File: config.mk
export PLATFORM = sky130hd
export DESIGN_NAME = cam_key_loader
export DESIGN_NICKNAME = d
export VERILOG_FILES = /design/src/rtl/cam_key_loader.sv
export SDC_FILE = /design/constraint.sdc
export NUM_CORES = 1
export LEC_CHECK = 0
export ABC_AREA = 1
export CORE_UTILIZATION = 25
export CTS_CLUSTER_SIZE = 28
export DETAILED_ROUTE_END_ITERATION = 7
export RECOVER_POWER = 50
export SYNTH_ARGS = -nofsm -noshare
export SYNTH_HDL_FRONTEND = slang
export SYNTH_SLANG_ARGS = --single-unit
File: constraint.sdc
create_clock -name clk -period 1.8 [get_ports clk]
set_input_delay 0.36 -clock clk [delete_from_list [all_inputs] [get_ports clk]]
set_output_delay 0.36 -clock clk [all_outputs]
set_load 0.01 [all_outputs]
File: src/rtl/cam_key_loader.sv
// ---------------------------------------------------------------------------
// cam_key_loader
//
// Serial key-load stage for the camouflaged c432 netlist. A key arrives one
// bit per accepted handshake, LSB (s_0) first, followed by an even-parity
// trailer bit. The key is collected in a shadow register and copied to the
// applied-key outputs in a single cycle, and only after the parity check
// passes. The netlist therefore sees either the old key or the new one,
// never a half-shifted mixture. An optional one-way lock freezes the applied
// key until the next reset.
//
// Parameters
//   NUM_CELLS  number of camouflaged cells (default 6)
//   CELL_W     select bits per cell (default 2)
//   KEY_W      derived: NUM_CELLS*CELL_W, must be at least 2
//
// Ports
//   clk         in   rising-edge clock
//   rst_n       in   asynchronous active-low reset
//   load_start  in   single-cycle pulse, begins (or restarts) a key load
//   bit_valid   in   bit_data is valid this cycle
//   bit_data    in   serial key bit, then the parity bit
//   bit_ready   out  registered, high only while shifting key bits in
//   lock_req    in   request to freeze the applied key
//   s           out  applied key, s[2k+1:2k] selects cell k
//   key_valid   out  s holds a parity-checked key
//   key_locked  out  lock is active
//   parity_err  out  the last completed load failed its parity check
//   bit_count   out  number of bits accepted in the current load
// ---------------------------------------------------------------------------
module cam_key_loader #(
  parameter  int NUM_CELLS = 6,
  parameter  int CELL_W    = 2,
  localparam int KEY_W     = NUM_CELLS * CELL_W,
  localparam int CNT_W     = $clog2(KEY_W + 2)
) (
  input  logic             clk,
  input  logic             rst_n,
  input  logic             load_start,
  input  logic             bit_valid,
  input  logic             bit_data,
  output logic             bit_ready,
  input  logic             lock_req,
  output logic [KEY_W-1:0] s,
  output logic             key_valid,
  output logic             key_locked,
  output logic             parity_err,
  output logic [CNT_W-1:0] bit_count
);

  // Width of an index into the shadow register. The counter runs one step
  // further than the key (it also counts the parity bit), so its low bits
  // are used as the index only while it is below KEY_W.
  localparam int IDX_W = $clog2(KEY_W);

  localparam logic [1:0] ST_IDLE   = 2'd0;
  localparam logic [1:0] ST_SHIFT  = 2'd1;
  localparam logic [1:0] ST_CHECK  = 2'd2;
  localparam logic [1:0] ST_LOCKED = 2'd3;

  logic [1:0]       state;
  logic [KEY_W-1:0] shadow;
  logic             parity_bit;
  logic [IDX_W-1:0] shadow_idx;
  logic             accept;
  logic             key_bit;
  logic             parity_ok;

  assign shadow_idx = bit_count[IDX_W-1:0];

  // A bit is taken only when the loader advertised readiness. bit_ready is
  // itself only ever high in SHIFT, so this also blocks bits in every other
  // state without having to look at the state here.
  assign accept = bit_valid && bit_ready;

  // Distinguishes a key bit from the trailing parity bit.
  assign key_bit = (bit_count < CNT_W'(KEY_W));

  // Even parity: the XOR over the key and its trailer must come out zero.
  assign parity_ok = ~((^shadow) ^ parity_bit);

  // Control state machine. bit_ready is registered alongside the state so
  // it is set on entry to SHIFT and cleared on every way out of it; this
  // keeps the output free of any combinational path from the inputs.
  always_ff @(posedge clk or negedge rst_n) begin
    if (!rst_n) begin
      state      <= ST_IDLE;
      bit_ready  <= 1'b0;
      key_locked <= 1'b0;
    end else begin
      case (state)
        ST_IDLE: begin
          // The lock takes priority over a simultaneous load_start, but only
          // once there is a checked key worth freezing.
          if (lock_req && key_valid) begin
            state      <= ST_LOCKED;
            key_locked <= 1'b1;
            bit_ready  <= 1'b0;
          end else if (load_start) begin
            state     <= ST_SHIFT;
            bit_ready <= 1'b1;
          end
        end
        ST_SHIFT: begin
          // A restart keeps us in SHIFT; only the parity bit moves on.
          if (!load_start && accept && !key_bit) begin
            state     <= ST_CHECK;
            bit_ready <= 1'b0;
          end
        end
        ST_CHECK: begin
          state     <= ST_IDLE;
          bit_ready <= 1'b0;
        end
        ST_LOCKED: begin
          // Sticky until reset: nothing on the inputs can leave this state.
          state     <= ST_LOCKED;
          bit_ready <= 1'b0;
        end
        default: begin
          state     <= ST_IDLE;
          bit_ready <= 1'b0;
        end
      endcase
    end
  end

  // Shadow register, parity trailer and bit counter. Both a fresh load from
  // IDLE and a restart in SHIFT wipe the partial key; on a restart any bit
  // presented in the same cycle is dropped rather than stored at index 0.
  always_ff @(posedge clk or negedge rst_n) begin
    if (!rst_n) begin
      shadow     <= '0;
      parity_bit <= 1'b0;
      bit_count  <= '0;
    end else begin
      case (state)
        ST_IDLE: begin
          if (load_start && !(lock_req && key_valid)) begin
            shadow    <= '0;
            bit_count <= '0;
          end
        end
        ST_SHIFT: begin
          if (load_start) begin
            shadow    <= '0;
            bit_count <= '0;
          end else if (accept) begin
            if (key_bit) begin
              shadow[shadow_idx] <= bit_data;
            end else begin
              parity_bit <= bit_data;
            end
            bit_count <= bit_count + CNT_W'(1);
          end
        end
        default: begin
          shadow     <= shadow;
          parity_bit <= parity_bit;
          bit_count  <= bit_count;
        end
      endcase
    end
  end

  // Applied key and status flags. s and key_valid only ever change in the
  // single CHECK cycle, which is what makes the key update atomic from the
  // netlist's point of view. A failed check leaves the previous key in place.
  always_ff @(posedge clk or negedge rst_n) begin
    if (!rst_n) begin
      s          <= '0;
      key_valid  <= 1'b0;
      parity_err <= 1'b0;
    end else begin
      case (state)
        ST_IDLE: begin
          if (load_start && !(lock_req && key_valid)) begin
            parity_err <= 1'b0;
          end
        end
        ST_CHECK: begin
          if (parity_ok) begin
            s          <= shadow;
            key_valid  <= 1'b1;
            parity_err <= 1'b0;
          end else begin
            parity_err <= 1'b1;
          end
        end
        default: begin
          s          <= s;
          key_valid  <= key_valid;
          parity_err <= parity_err;
        end
      endcase
    end
  end

endmodule

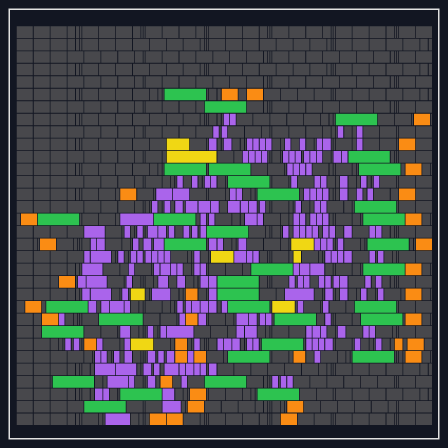
(cell classes on the final placement)
Fill, decap, tap and diode cells in grey.
Key: clock drivers and dummy loads = yellow [cells 8]; sequential cells = green [cells 35]; combinational and other logic = purple [cells 243]; remaining buffers and delay cells = orange [cells 34]

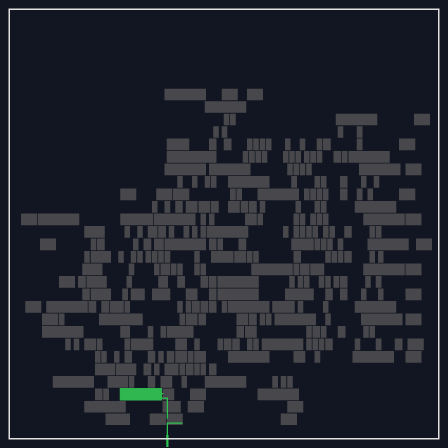
(port wiring)
Key: key_locked = green [bits 1, direction output, edge bottom, end cells 1, buffers 1, wire 12.4 um]

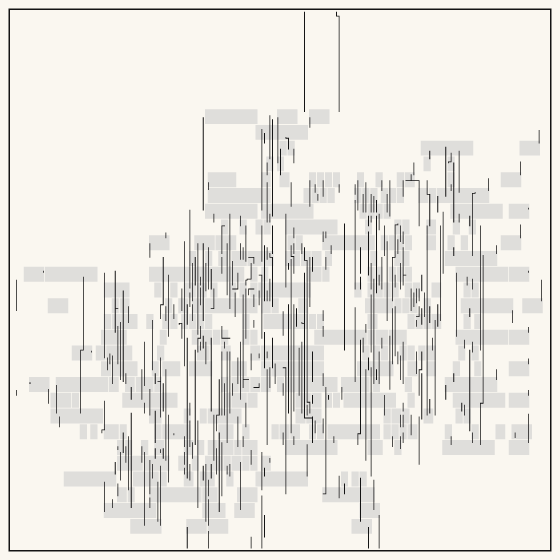
(metal 2)
Cells faint in the background.
The layer carries 2000 um of wire. The wires run mostly vertical. 239 nets have wire on it.

==> impl_metrics.tcl <==
# implementation run metrics
set metrics [dict create \
    grt_pass1_vias 1741 \
    met3_usage 0.0309 \
    edf_count 0 \
    critPathSlowestCell "clkdlybuf4s50_1" \
    synthCells 282 \
    ys_cells 282 \
    synth-seq-cells 35 \
    area_leaders "dfrtp_1 (42%), nand2_1 (20%), nand3_1 (7.0%)" \
    yosys.area.top_type "dfrtp_1" \
    hpwl_um 3510 \
    cap_violations 0 \
    fp-row-count 32 \
    antenna_found_initial 0 \
    pwr_density_cell_nw_per_um2 1190 \
    crit_path_max_incr_delay_ns 0.58 \
    drv_slew 0 \
    initialDrtViolationCount 87 \
    clk_transition_reported_paths_ns 0.07 \
    status "finished, final reports clean" \
    gp_congestion 0.853 \
    ctsHoldBuffers 0 \
    critPathBufInv 1 \
    chipWidth_um 93.2 \
    initCoreUtil 0.264 \
    ys_warn_count 0 \
    synthTopCellsByCount "nand2_1 (111), dfrtp_1 (35), nand3_1 (29)" \
    finalClockSkew_ns 0.00766 \
    critPathKind "reg -> out" \
    rsz0062_at_grt "yes" \
    totalWireLength_um 4630 \
]
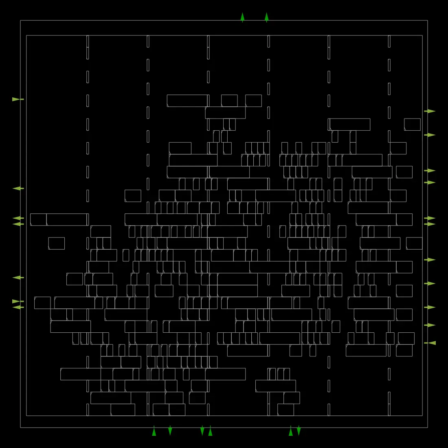
(cell placement)
final cell count without fillers: 422
registers: 35
tap cells: 102
fillers: 830

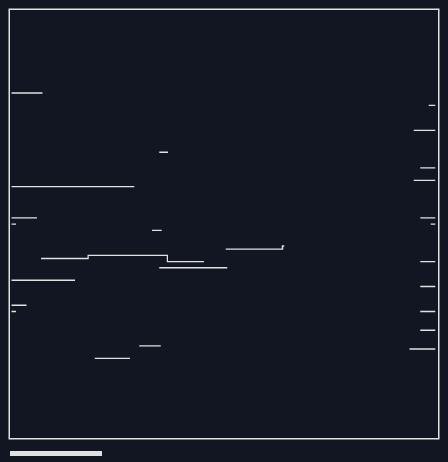
(the metal 3 layer)
Bar = 20 um.
The wires run mostly horizontal. The layer carries 170 um of wire. 21 nets have wire on it.

## sequential cells by signal, indices dropped and copies added, names as in the netlist
name,count
key_locked,1
shadow,12
s,12
state,2
bit_ready,1
parity_bit,1
key_valid,1
bit_count,4
parity_err,1
## path summary, 6_finish.rpt
kind | startpoint | end | slack (ns) | cells after the start
max | bit_count[0] | bit_count[0] | 0.13 | 1
min | s[5] | s[5] | 0.47 | 2
max reg2reg | state[1] | shadow[1] | 0.15 | 10
min reg2reg | s[5] | s[5] | 0.47 | 2
max in group asynchronous | rst_n | bit_count[2] | 0.48 | 2
min in group asynchronous | rst_n | s[10] | 0.71 | 2
## final cells by class
type | count | area, sq um | share of cell area
Sequential cell | 35 | 877 | 0.335
Clock inverter | 3 | 43.8 | 0.0167
Tap cell | 102 | 128 | 0.0488
Multi-Input combinational cell | 207 | 1050 | 0.400
Timing Repair Buffer | 34 | 315 | 0.121
Clock buffer | 5 | 68.8 | 0.0263
Inverter | 36 | 135 | 0.0517
## per-layer routing
layer,vias up,share of wire
li1,970,-
met1,817,0.52
met2,27,0.43
met3,5,0.036
met4,0,0.017
met5,-,0
## report_power, final
part	leakage, nW	switching (mW)	internal (mW)
logic	0.782	0.936	0.515
clock network	0.0581	0.317	0.412
registers	0.471	0.0758	0.866
total	1.31	1.33	1.79
## timing repair
item / 4_1_cts / 5_1_grt
hold endpoints to repair: 0 / 0
setup endpoints to repair: 0 / 9
buffers inserted: 0 / 0
resized: 0 / 3
## kinds of logic after synthesis
kind of cell    Yosys count  share of synthesized area
fa+ha+maj                 9                     0.0542
xor+xnor                  2                    0.00843
flops                    35                      0.421
compound gates           28                     0.0842
buf+inv                  40                     0.0800
simple gates            168                      0.352
## per-stage QoR
stage	hold slack (ns)	TNS [ns]	utilization	instances
2_1_floorplan	0.0644	0	-	282
3_3_place_gp	0.456	0	0.316	414
3_5_place_dp	0.458	-0.0385	0.316	414
4_1_cts	0.478	0	0.330	422
5_1_grt	0.482	-0.0135	0.332	422
6_report	0.467	0	0.332	422
## cell usage in the layout, fill, tap and decap left out, types with 2 or more instances in the layout
master / netlist / final
o211ai_1: 7 / 7
clkbuf_8: 0 / 5
o21ai_1: 5 / 5
nand2_1: 111 / 111
inv_1: 27 / 27
ha_1: 9 / 8
nor3_2: 2 / 2
nand4_1: 3 / 3
clkdlybuf4s50_1: 0 / 17
dfrtp_1: 35 / 34
nor2_1: 16 / 16
a21oi_1: 3 / 3
inv_2: 8 / 8
nand3_1: 29 / 29
buf_4: 0 / 8
dlygate4sd3_1: 0 / 8
o21ai_0: 10 / 10
Power figures rest on the tool's default switching activity, not on a simulated workload.
